--- src/rtl/low_power_pkg.sv ---
// low_power_pkg: shared state encoding and default delays for the Q-channel power controller
package low_power_pkg;
  typedef enum logic [2:0] {
    RUN    = 3'd0,
    Q_REQ  = 3'd1,
    ISO_ON = 3'd2,
    SLEEP  = 3'd3,
    PWR_UP = 3'd4,
    CLK_ON = 3'd5,
    Q_EXIT = 3'd6
  } qpc_state_t;
  localparam int DEF_IDLE_CYCLES = 8;
  localparam int DEF_ISO_DELAY   = 2;
  localparam int DEF_PWR_DELAY   = 4;
  function automatic int max3(input int a, input int b, input int c);
    return a > b ? (a > c ? a : c) : (b > c ? b : c);
  endfunction
endpackage

--- src/rtl/qpc_delay_counter.sv ---
// qpc_delay_counter: up-counter that pulses done on its last count and clears whenever disabled
module qpc_delay_counter #(
  parameter int W = 4
) (
  input  logic         clk,
  input  logic         reset,
  input  logic         en,
  input  logic [W-1:0] last,
  output logic         done
);
  logic [W-1:0] count;
  assign done = en && count == last;
  // restart from zero when disabled or on completion, so every state entry sees a clean count
  always_ff @(posedge clk)
    count <= (reset || !en || done) ? '0 : count + 1'b1;
endmodule

--- src/rtl/qchannel_power_ctrl.sv ---
// qchannel_power_ctrl: idle-triggered Q-channel quiesce, isolate, clock-gate and power-off sequencer
module qchannel_power_ctrl
  import low_power_pkg::*;
#(
  parameter int IDLE_CYCLES = DEF_IDLE_CYCLES,
  parameter int ISO_DELAY   = DEF_ISO_DELAY,
  parameter int PWR_DELAY   = DEF_PWR_DELAY
) (
  input  logic       clk,
  input  logic       reset,
  input  logic       qactive_i,
  input  logic       qacceptn_i,
  input  logic       wake_i,
  input  logic       pd_enable_i,
  output logic       qreqn_o,
  output logic       clk_en_o,
  output logic       iso_en_o,
  output logic       pwr_on_o,
  output logic [2:0] state_o
);
  localparam int W = $clog2(max3(IDLE_CYCLES, ISO_DELAY, PWR_DELAY) + 1);
  qpc_state_t state;
  logic wake, idle, cnt_en, done;
  logic [W-1:0] last;
  assign wake = qactive_i | wake_i;
  assign idle = !qactive_i && pd_enable_i && !wake_i;
  // one shared timer: idle run in RUN, isolation hold in ISO_ON, power ramp in PWR_UP
  always_comb begin
    cnt_en = state == RUN ? idle : state == ISO_ON ? !wake : state == PWR_UP;
    last   = state == RUN ? W'(IDLE_CYCLES - 1) : state == ISO_ON ? W'(ISO_DELAY - 1) : W'(PWR_DELAY - 1);
  end
  qpc_delay_counter #(.W(W)) u_cnt (
    .clk   (clk),
    .reset (reset),
    .en    (cnt_en),
    .last  (last),
    .done  (done)
  );
  // power sequencing state machine; a wake coinciding with idle expiry keeps RUN because idle excludes wake
  always_ff @(posedge clk) begin
    if (reset) state <= RUN;
    else
      case (state)
        RUN:     if (idle && done) state <= Q_REQ;
        Q_REQ:   if (!qacceptn_i) state <= ISO_ON;
        ISO_ON:  state <= wake ? Q_EXIT : done ? SLEEP : ISO_ON;
        SLEEP:   if (wake) state <= PWR_UP;
        PWR_UP:  if (done) state <= CLK_ON;
        CLK_ON:  state <= Q_EXIT;
        Q_EXIT:  if (qacceptn_i) state <= RUN;
        default: state <= RUN;
      endcase
  end
  assign qreqn_o  = state == RUN || state == Q_EXIT;
  assign clk_en_o = !(state == SLEEP || state == PWR_UP);
  assign iso_en_o = state == ISO_ON || state == SLEEP || state == PWR_UP || state == CLK_ON;
  assign pwr_on_o = state != SLEEP;
  assign state_o  = state;
endmodule

--- config.mk ---
export PLATFORM = sky130hd
export DESIGN_NAME = qchannel_power_ctrl
export DESIGN_NICKNAME = d
export VERILOG_FILES = /design/src/rtl/low_power_pkg.sv /design/src/rtl/qpc_delay_counter.sv /design/src/rtl/qchannel_power_ctrl.sv
export SDC_FILE = /design/constraint.sdc
export NUM_CORES = 1
export LEC_CHECK = 0
export CAP_MARGIN = 20
export CORE_AREA = 2 2 39 41
export DETAILED_ROUTE_END_ITERATION = 10
export DIE_AREA = 0 0 41 43
export MAX_ROUTING_LAYER = met4
export PLACE_DENSITY_LB_ADDON = 0.15
export SETUP_SLACK_MARGIN = 0.05
export SYNTH_ARGS = -nofsm -noshare
export SYNTH_HDL_FRONTEND = slang
export SYNTH_SLANG_ARGS = --single-unit
--- constraint.sdc ---
create_clock -name clk -period 1.2 [get_ports clk]
set_input_delay 0.24 -clock clk [delete_from_list [all_inputs] [get_ports clk]]
set_output_delay 0.24 -clock clk [all_outputs]
set_load 0.03 [all_outputs]
==> impl_metrics.py, run 1 <==
# Metrics from the implementation run
metrics = {
    "yosys": {
        "yosys_cells": 51,
        "ys_sh_adder_pct": 2.674,
        "top_area_cell": "dfxtp_1",
        "ys_sh_xor_pct": 5.615,
        "fp_nets": 58,
        "synth.comb.largest_family": "AND-OR/OR-AND gates",
        "yosysChipArea_um2": 467.9,
        "top_cell_area_share_pct": 29.95,
        "mux_area_share_pct": 0,
        "ys_sh_aoi_pct": 29.14,
        "synthCells": 51,
    },
    "floorplanning": {
        "die_w_um": 41,
        "io_pins": 13,
        "die_area_mm2": 0.001763,
        "die_y_um": 43,
    },
    "sta": {
        "setup_ws_ns": -0.4004,
        "fmax_ghz": 0.6248,
        "setup_viol": 11,
        "skew_ns": 0.001356,
        "final_hold_viol_count": 0,
        "finalHoldWorstSlack_ns": 0.5539,
        "period_minus_slack_ns": 1.600,
        "slew-limit-headroom_pct": 71.57,
    },
    "worst_setup_path": {
        "cp.required_ns": 1.38,
        "crit-reg2reg-launch": "state_o[1]$_SDFFE_PP0P_",
        "start_kind": "register",
        "crit_path_end_kind": "register",
        "timing.rr.end": "state_o[0]$_SDFFE_PP0P_",
        "crit_end": "state_o[0]$_SDFFE_PP0P_",
        "crit_arrival_ns": 1.78,
        "critPathLaunch": "state_o[1]$_SDFFE_PP0P_",
        "crit_slowest_cell": "dfxtp_4",
        "max_stage_delay_ns": 0.34,
        "cp_num_cells": 7,
        "crit_chain": "buf_6 > buf_4 > buf_6 > o31a_1 > nor4b_4 > buf_6 > a41o_1",
    },
    "grt": {
        "gr-total-overflow": 0,
        "grt_max_degree": 7,
        "use_met3_pct": 4.712,
        "antenna_found_initial": 0,
    },
    "final_layout": {
        "combGateArea_um2": 481.7,
        "final_util_pct": 79.29,
        "register_area_um2": 151.4,
        "comb_share_pct": 43.90,
        "inverters": 3,
        "dominant_cells": "combinational gates",
        "ff_count": 7,
        "buffers": 43,
        "comb.multi_input.count": 38,
        "fin_nets": 103,
        "buffer_area_share_pct": 36.83,
        "antennaDiodeCount": 0,
        "areaGrowthSynthToFinish_pct": 134.5,
    },
    "power": {
        "sw_frac_of_total_pct": 22.15,
        "p_seq_share_pct": 46.4,
        "pg_seq_uw": 229,
        "p_leak_nw": 0.4207,
        "p_int_uw": 384.0,
        "top_power_group": "sequential cells",
        "power_frac_clock_pct": 41.8,
        "vdd_drop_max_mv": 0.7184,
        "p_sw_uw": 109.3,
        "finalPower_uw": 493.3,
    },
    "clocking": {
        "worstSkewPairLatency_ns": 0.25,
        "cts_root_buf": "clkbuf_4",
        "numCtsBuffers": 3,
        "path_clk_slew_ns": 0.05,
        "cts.sinks": 7,
    },
    "min_path": {
        "hold_path_class": "reg -> reg",
        "hold_start": "u_cnt.count[0]$_SDFF_PP0_",
        "min_to": "u_cnt.count[0]$_SDFF_PP0_",
        "holdPathStages": 1,
    },
    "status": {
        "violations": "setup timing",
        "status": "finished, violations left",
    },
    "drt": {
        "top_layer_used": "met4",
        "wl_met2_um": 817,
        "routed_wl_mm": 1.464,
        "vias": 562,
        "routed-wl-met3_um": 53,
        "wl_per_cell_um": 13.19,
    },
    "placed_design": {
        "place_congestion": 0.7798,
        "dpl.hpwl_um": 969.2,
    },
    "job": {
        "warnings": 29,
        "drv_cap": 0,
    },
}
==> run 1: stage by stage <==
stage | instance area, um^2 | setup slack, ns | cells
after CTS | 933.4 | -0.3869 | 104
after global placement | 744.5 | -0.4640 | 94
after floorplan | 514.2 | -0.1945 | 51
after global routing | 1097 | -0.4543 | 111
final | 1097 | -0.4004 | 111
after detailed placement | 744.5 | -0.5085 | 94
==> run 1: cell usage in the layout, fill, tap and decap left out, drive strengths merged <==
master         instances
o21ai                  3
a2111oi                5
nand2                  2
or3b                   1
a211o                  1
or2b                   1
nor4b                  1
o31ai                  1
and2b                  1
nor4                   1
inv                    3
nor2                   3
or2                    2
dfxtp                  7
nand2b                 2
xor2                   2
xnor2                  1
ha                     1
clkbuf                 4
nor3b                  1
clkdlybuf4s50          5
a21oi                  2
o31a                   2
o21a                   1
nand3                  3
buf                   38
a41o                   1
==> run 1: synthesized netlist by cell type, drive strengths merged <==
| cell | instances |
|---|---|
| and2b | 1 |
| o31ai | 1 |
| ha | 1 |
| o21ai | 3 |
| nor3b | 1 |
| nand2 | 2 |
| nor4b | 1 |
| or2b | 1 |
| inv | 3 |
| xnor2 | 1 |
| nor2 | 3 |
| a211o | 1 |
| a21oi | 2 |
| o21a | 1 |
| nand3 | 3 |
| xor2 | 2 |
| nand2b | 2 |
| or2 | 2 |
| or3b | 1 |
| a2111oi | 5 |
| buf | 3 |
| nor4 | 1 |
| o31a | 2 |
| dfxtp | 7 |
| a41o | 1 |
==> run 1: flip-flops by register name (all words and copies together), names as in the netlist <==
| name | flops |
|---|---|
| state_o | 3 |
| u_cnt.count | 4 |
==> run 1: what timing repair did <==
action                                  in CTS  in global routing
setup buffers                                6                  8
pin swaps                                    5                  8
endpoints found under the setup margin      12                 14
gates resized                               24                 23
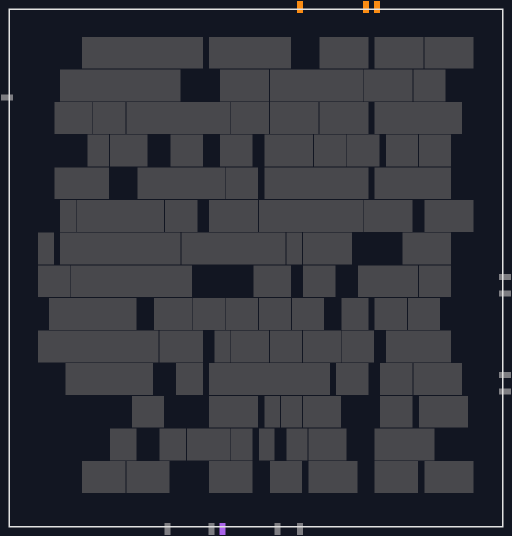
(run_1/io_placement.png)
Scale: 12 px per um. Pins as bars across the die edge, other pins in grey.
colour	port	pins	direction	edge
purple	`wake_i`	1	input	bottom
orange	`state_o`	3	output	top
all pins by edge	5 bottom, 4 right, 3 top, 1 left

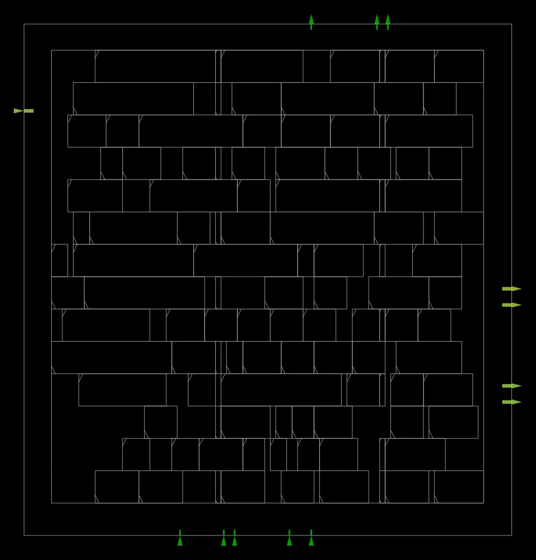
(run_1/placement.png)
sequential cell area share: 13.80%
row count: 14
Tap Cells: 16
core footprint: 0.001384 mm^2

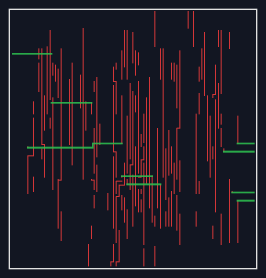
(run_1/wires.png)
Scale: 6 px per um. Only two layers are drawn.
colour	layer	wire length
red	metal 2	817 um
green	metal 3	53.8 um

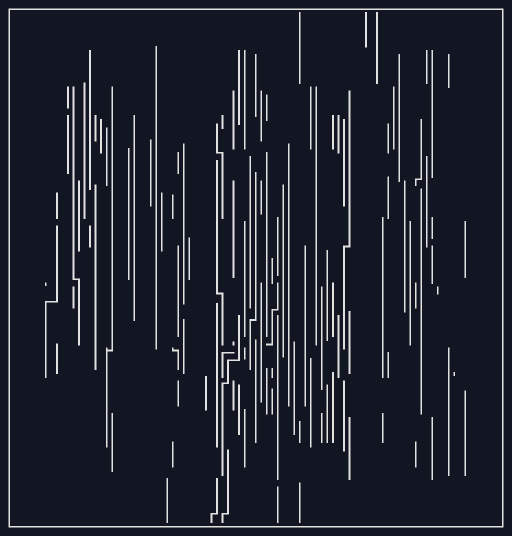
(run_1/layer_met2.png)
Scale: 12 px per um.
share of all routed wire	56%
nets with wire on the layer	96
main direction	vertical

==> run 1 -> run 2 <==
SKIP_CTS_REPAIR_TIMING = 1   (was not set)
==> run 2 against run 1 <==
The run still ends with setup timing left. Combinational power down 18%. Highest routed layer unchanged. Critical path type is now reg -> out. Sequential power hardly changed. Global-route usage shrank 2.2 points. Synthesized cell count stayed put. Power decreased by 2.8%. Synthesized area unchanged. Non-clock buffer count down 9. Fmax about the same.
==> impl_metrics.py, run 2 <==
# Metrics from the implementation run
metrics = {
    "power": {
        "power_frac_clock_pct": 42.4,
        "vdd_drop_max_mv": 0.7139,
        "p_sw_uw": 98.98,
        "sw_frac_of_total_pct": 20.63,
        "p_int_uw": 380.8,
        "p_leak_nw": 0.3529,
    },
    "clocking": {
        "worstSkewPairLatency_ns": 0.24,
        "path_clk_slew_ns": 0.05,
        "cts.sinks": 7,
        "numCtsBuffers": 3,
    },
    "floorplanning": {
        "n_tap_cell": 16,
        "die_area_mm2": 0.001763,
        "die_w_um": 41,
        "rows": 14,
    },
    "grt": {
        "gr-total-overflow": 0,
        "antenna_found_initial": 0,
    },
    "sta": {
        "skew_ns": 0.0008514,
        "period_minus_slack_ns": 1.599,
        "final_hold_viol_count": 0,
        "fmax_ghz": 0.6252,
        "slew-limit-headroom_pct": 71.37,
        "setup_ws_ns": -0.3994,
        "setup_viol": 11,
    },
    "final_layout": {
        "combGateArea_um2": 364.1,
        "lay_top_cells": "19 x buf_4, 9 x buf_6, 5 x clkdlybuf4s50_1",
        "fin_nets": 94,
        "buffer_area_share_pct": 34.29,
        "register_area_um2": 151.4,
        "design_area_um2": 872.1,
        "areaGrowthSynthToFinish_pct": 86.36,
        "inverters": 3,
        "buffers": 34,
        "comb_share_pct": 41.75,
        "ff_count": 7,
        "antennaDiodeCount": 0,
    },
    "placed_design": {
        "dpl.hpwl_um": 969.2,
        "place_ws_ns": -0.5085,
        "place_congestion": 0.7798,
    },
    "worst_setup_path": {
        "crit_slowest_cell": "dfxtp_4",
        "crit_arrival_ns": 1.36,
        "start_kind": "register",
        "crit_path_end_kind": "primary output",
        "cp.required_ns": 0.96,
    },
    "status": {
        "violations": "setup timing",
        "status": "finished, violations left",
    },
    "yosys": {
        "edf_count": 0,
        "fp_nets": 58,
        "top_area_cell": "dfxtp_1",
        "top_cell_area_share_pct": 29.95,
        "most_common_cell": "dfxtp_1",
    },
}
## run 2: power by group through the flow
stage / Sequential (mW) / Combinational [mW] / Clock, mW
after floorplan: 0.235 / 0.0126 / 0
after global placement: 0.235 / 0.0421 / 0
after detailed placement: 0.235 / 0.0429 / 0
after CTS: 0.231 / 0.0429 / 0.213
after global routing: 0.228 / 0.0520 / 0.233
final: 0.228 / 0.0479 / 0.203
## run 2: path summary, 6_finish.rpt
path	start	end	cells past startpoint
worst max-delay path	state_o[1]$_SDFFE_PP0P_	qreqn_o	6
worst min-delay path	u_cnt.count[0]$_SDFF_PP0_	u_cnt.count[0]$_SDFF_PP0_	1
worst max register to register	state_o[1]$_SDFFE_PP0P_	state_o[0]$_SDFFE_PP0P_	6
worst min register to register	u_cnt.count[0]$_SDFF_PP0_	u_cnt.count[0]$_SDFF_PP0_	1
## run 2: stage by stage
stage / setup TNS [ns] / hold slack, ns / utilization, %
floorplan: -1.027 / 0.2994 / -
global placement: -3.118 / 0.4957 / 53.80
detailed placement: -3.218 / 0.5001 / 53.80
CTS: -3.417 / 0.5069 / 55.70
global route: -3.506 / 0.5474 / 63.02
finish: -2.704 / 0.4998 / 63.02
## run 2: cell families (layout without fill, tap and decap cells)
group / count (synthesis) / count (layout) / synth area share (%)
adder cells (fa/ha/maj): 1 / 1 / 2.673
flip-flops: 7 / 7 / 29.95
AND-OR/OR-AND: 16 / 16 / 29.15
AND/OR/NAND/NOR: 18 / 18 / 25.14
buffers and inverters: 6 / 41 / 7.486
XOR/XNOR: 3 / 3 / 5.616
## run 2: metal layers
metal | track usage [%] | vias to the layer above | wire [um]
met4 | 8.000 | 0 | 9
met2 | 25.62 | 7 | 658
met3 | 4.712 | 2 | 43
li1 | - | 263 | -
met5 | - | - | 0
met1 | 22.08 | 240 | 572
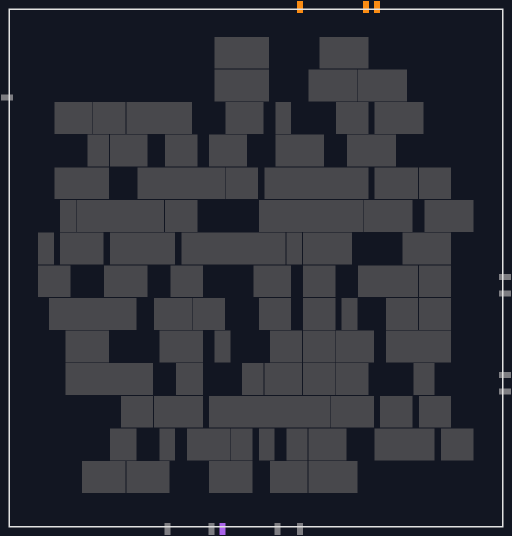
(run_2/io_placement.png)
Scale: 12 px per um. Pins as bars across the die edge, other pins in grey.
colour	port	pins	direction	edge
purple	`wake_i`	1	input	bottom
orange	`state_o`	3	output	top

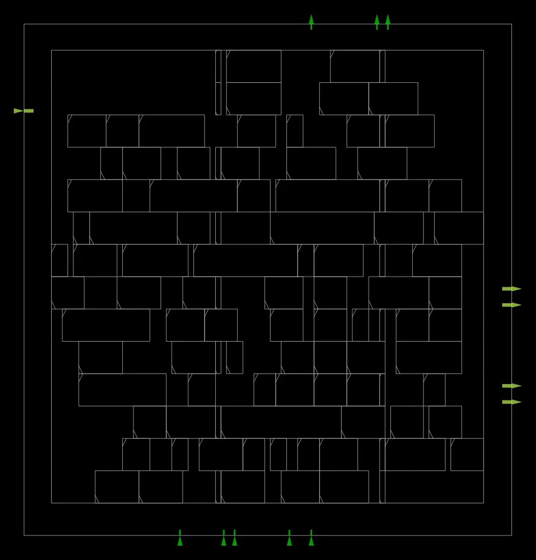
(run_2/placement.png)
final core occ: 63.02%
post-route insts no fill: 102

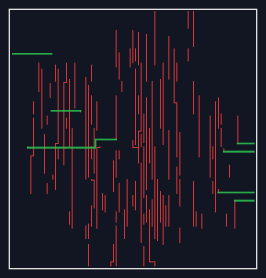
(run_2/wires.png)
Scale: 6 px per um. Only two layers are drawn.
via count: 512
drt wl/cell: 12.59 um
GRT Resource Usage Total: 17.65%
final WL: 1.284 mm

Power is estimated from default activity; no workload was simulated.
